Figure 1. Clock routing.
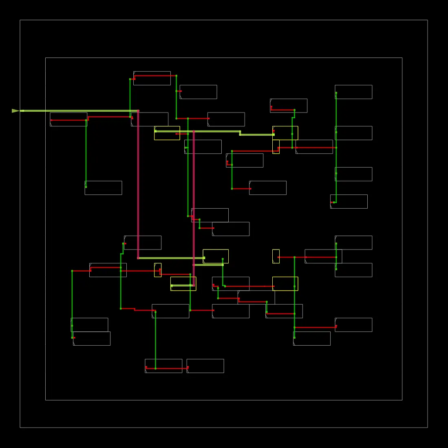
Figure 2. Floorplan with the power grid.
Drawn at 4 px/um. Pins as bars on the die edge. Tap cells in gray.
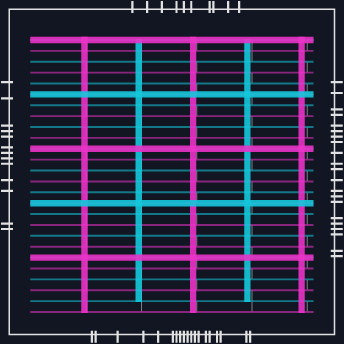
Figure 3. Local utilization.
Drawn at 4 px/um. The die is cut into 8 by 8 equal tiles; white is low, dark blue is high, 0 to 100% covered.
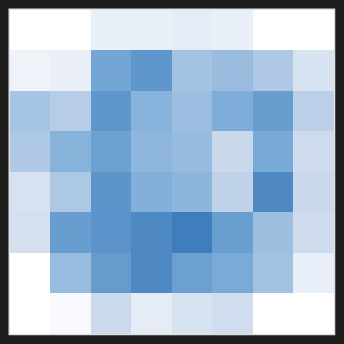
<file path="src/rtl/etapa_if_param.sv">
// Instruction fetch stage with the IF/ID pipeline register.
// A small FSM covers start-up, normal fetch and the halted state after OP_ALTO.
module etapa_if_param #(
    parameter int                    ANCHO_INST = 14,
    parameter int                    ANCHO_OP   = 4,
    parameter int                    ANCHO_PC   = 8,
    parameter int                    PC_RESET   = 0,
    parameter logic [ANCHO_OP-1:0]   OP_ALTO    = 4'hF
) (
    input  logic                  clk,
    input  logic                  rst_n,
    input  logic                  stall,
    input  logic                  salto,
    input  logic [ANCHO_PC-1:0]   dir_salto,
    input  logic [ANCHO_INST-1:0] imem_dato,
    output logic [ANCHO_PC-1:0]   imem_dir,
    output logic [ANCHO_INST-1:0] instruccion,
    output logic [ANCHO_OP-1:0]   opcode,
    output logic [ANCHO_PC-1:0]   pc_out,
    output logic                  valido,
    output logic [1:0]            estado
);

    typedef enum logic [1:0] {
        ARRANQUE = 2'b00,
        CAPTURA  = 2'b01,
        DETENIDO = 2'b10
    } estado_t;

    estado_t               estado_q, estado_d;
    logic [ANCHO_PC-1:0]   pc_q, pc_d;
    logic [ANCHO_INST-1:0] inst_q, inst_d;
    logic [ANCHO_OP-1:0]   op_q, op_d;
    logic [ANCHO_PC-1:0]   pc_out_q, pc_out_d;
    logic                  valido_q, valido_d;
    logic [ANCHO_OP-1:0]   op_fetch;

    assign op_fetch = imem_dato[ANCHO_INST-1 -: ANCHO_OP];

    always_ff @(posedge clk) begin
        if (!rst_n) begin
            estado_q <= ARRANQUE;
            pc_q     <= ANCHO_PC'(PC_RESET);
            inst_q   <= '0;
            op_q     <= '0;
            pc_out_q <= '0;
            valido_q <= 1'b0;
        end else begin
            estado_q <= estado_d;
            pc_q     <= pc_d;
            inst_q   <= inst_d;
            op_q     <= op_d;
            pc_out_q <= pc_out_d;
            valido_q <= valido_d;
        end
    end

    // A redirect always wins over stall so a flushed fetch can never turn valid.
    always_comb begin
        estado_d = estado_q;
        pc_d     = pc_q;
        inst_d   = inst_q;
        op_d     = op_q;
        pc_out_d = pc_out_q;
        valido_d = valido_q;
        case (estado_q)
            CAPTURA: begin
                if (salto) begin
                    pc_d     = dir_salto;
                    valido_d = 1'b0;
                end else if (!stall) begin
                    inst_d   = imem_dato;
                    op_d     = op_fetch;
                    pc_out_d = pc_q;
                    valido_d = 1'b1;
                    if (op_fetch == OP_ALTO) begin
                        estado_d = DETENIDO;
                    end else begin
                        pc_d = pc_q + ANCHO_PC'(1);
                    end
                end
            end
            DETENIDO: begin
                valido_d = 1'b0;
                if (salto) begin
                    pc_d     = dir_salto;
                    estado_d = CAPTURA;
                end
            end
            default: begin
                // Unused code 11 recovers exactly like ARRANQUE.
                valido_d = 1'b0;
                estado_d = CAPTURA;
                if (salto) begin
                    pc_d = dir_salto;
                end
            end
        endcase
    end

    assign imem_dir    = pc_q;
    assign instruccion = inst_q;
    assign opcode      = op_q;
    assign pc_out      = pc_out_q;
    assign valido      = valido_q;
    assign estado      = estado_q;

endmodule

</file>
<file path="config.mk">
export PLATFORM = sky130hd
export DESIGN_NAME = etapa_if_param
export DESIGN_NICKNAME = d
export VERILOG_FILES = /design/src/rtl/etapa_if_param.sv
export SDC_FILE = /design/constraint.sdc
export NUM_CORES = 1
export LEC_CHECK = 0
export CAP_MARGIN = 0
export CELL_PAD_IN_SITES_DETAIL_PLACEMENT = 1
export CELL_PAD_IN_SITES_GLOBAL_PLACEMENT = 1
export CORE_MARGIN = 5
export CORE_UTILIZATION = 28
export DETAILED_ROUTE_END_ITERATION = 6
export GPL_TIMING_DRIVEN = 0
export PLACE_DENSITY = 0.77
export REMOVE_ABC_BUFFERS = 1
export SYNTH_ARGS = -nofsm -noshare
export SYNTH_HDL_FRONTEND = slang
export SYNTH_SLANG_ARGS = --single-unit
</file>
<file path="constraint.sdc">
create_clock -name clk -period 1.9 [get_ports clk]
set_input_delay 0.285 -clock clk [delete_from_list [all_inputs] [get_ports clk]]
set_output_delay 0.285 -clock clk [all_outputs]
set_load 0.05 [all_outputs]
</file>
==> deck_impl_summary.md <==
Synthesis and Place & Route Summary

Flow run
  – Tally of OpenROAD warnings: 26

STA
  – # setup viols final: 0
  – Cycle use final: 0.9661
  – Worst-margin pin slew: between 900 and 1000 ps
  – Fmax: roughly 540 MHz
  – Hold_ws: around 450 ps

Synth
  – Syn avg cell area: just under 8 sq um
  – Top cell type by total area after synthesis: dfxtp_1
  – Syn Std Cell Area: around 1400 sq um
  – Post-Synthesis Cells: about 180
  – Top cells by area, synth: dfxtp_1, nand2_1, a21oi_1, buf_4, o31a_1
  – Seq cells post-synth: 33
  – Synth Seq Share: 0.4689
  – Yosys warns: 0
  – Cell Type Count: 32

Die
  – Row count: 25
  – Area of the core: slightly below 5000 sq um
  – Die X: ~81 um
  – Area of the die: approximately 6600 sq um
  – Io pins: about 63

CTS
  – CTS tree: yes
  – Cts bufs inserted: 5
  – Clock Pin Slew Worst Setup and Hold Paths: 70 ps

Worst setup path
  – CP delay by family, top: buffers and inverters
  – Crit Path Category: reg2out
  – Reg2reg path depth: 4
  – Crit end category: output port
  – Startpoint types: register
  – Cells along the critical path: clkdlybuf4s50_1
  – R2R setup slack: around 280 ps
  – CP Max Fanout: 5

Placed design
  – Detail Placement HPWL: about 2800 um
  – Setup WS pre-CTS: -504.9 ps

Pwr
  – P per Cell Area: just over 700 nW/um^2
  – Pleak: between 0.7 and 0.8 nW

Status
  – Status: completed

GRT
  – Number of antenna violations at the first check in global routing: 0
  – GR Overflow Total: 0

Drt
  – Highest routed metal layer: met4
  – Total Wirelength: ~4200 um
  – Antenna viol nets, final: 0
  – Metal3 WL: approximately 290 um
  – Met2 routed WL: roughly 2000 um
  – Wire length on met1: 1878 um

Final layout
  – Final net count: 264

Min path
  – Worst hold path class: reg2reg
Back to the opening pictures, Figure 1:
# clk buffers: 8
Layout Skew: 5.816 ps
Clk. pwr: 0.502 mW

Back to the opening pictures, Figure 2:
Key: VSS = magenta; VDD = cyan
5 straps on met4. 63 signal pins sit on the boundary.

Back to the opening pictures, Figure 3:
The fullest tile reaches 69%. 13% of the tiles are nearly empty. The emptiest ninth of the die: north-west.

[final cells by class]
cell class	instances	area [sq um]	share of cell area
clock buffers	8	80.08	0.03695
repair buffers	65	656.9	0.3031
multi-input cells	131	681.9	0.3147
well taps	67	83.83	0.03868
inverters	1	3.754	0.001732
flip-flops and latches	33	660.6	0.3048
[cells in the mapped netlist, drive strengths merged]
cell type and n:
inv 1, or3 1, a21o 3, buf 9
nor3b 2, o22ai 1, nor3 2, nand2b 4
nand3 3, or3b 1, and3 1, nand2 57
o32ai 1, a31oi 3, clkbuf 5, o211ai 2
o21ai 4, o31a 3, nand4 2, ha 1
nor2b 2, a21oi 31, and4 1, and2 1
nor2 3, dfxtp 33, nand3b 1
[state kept, by name, indices dropped and copies added (netlist names)]
register	flops
valido	1
pc_out	8
instruccion	14
imem_dir	8
estado	2
[layer usage]
layer | up-vias | track usage
met2 | 45 | 0.2241
met5 | - | 0
met4 | 0 | 0.04899
met3 | 7 | 0.04545
met1 | 657 | 0.1609
li1 | 715 | -
[kinds of logic after synthesis]
logic type,count (synthesis),share of synthesized area
adders and majority gates,1,0.008880
DFF,33,0.4689
buffers and inverters,15,0.06483
AOI/OAI and AO/OA,48,0.1936
and+or+nand+nor,81,0.2638
[stage by stage]
stage | cells | power [mW]
final | 305 | 1.570
after global routing | 305 | 1.662
after CTS | 303 | 1.593
after detailed placement | 293 | 1.077
after global placement | 293 | 1.073
after floorplan | 164 | 0.9336
[worst min path at each step]
stage | endpoint | depth (start not counted) | slack, ps | from
2_1_floorplan | estado[1] | 1 | 410 | rst_n
3_3_place_gp | instruccion[7] | 2 | 440 | instruccion[7]
3_5_place_dp | instruccion[6] | 2 | 450 | instruccion[6]
4_1_cts | instruccion[2] | 2 | 460 | instruccion[2]
5_1_grt | instruccion[1] | 2 | 470 | instruccion[1]
6_report | instruccion[2] | 2 | 450 | instruccion[2]
[repair_timing]
action / in CTS / in global routing
endpoints found under the setup margin: 30 / 18
buffers inserted: 1 / 2
pin swaps: 1 / 1
gates resized: 7 / 4
cloned: 1 / 0
[power by group]
part | total [mW] | internal (mW) | switching, mW
Clock | 0.502 | 0.260 | 0.242
Combinational | 0.321 | 0.129 | 0.192
Sequential | 0.747 | 0.719 | 0.0277
Total | 1.57 | 1.11 | 0.462
Power is estimated from default activity; no workload was simulated.
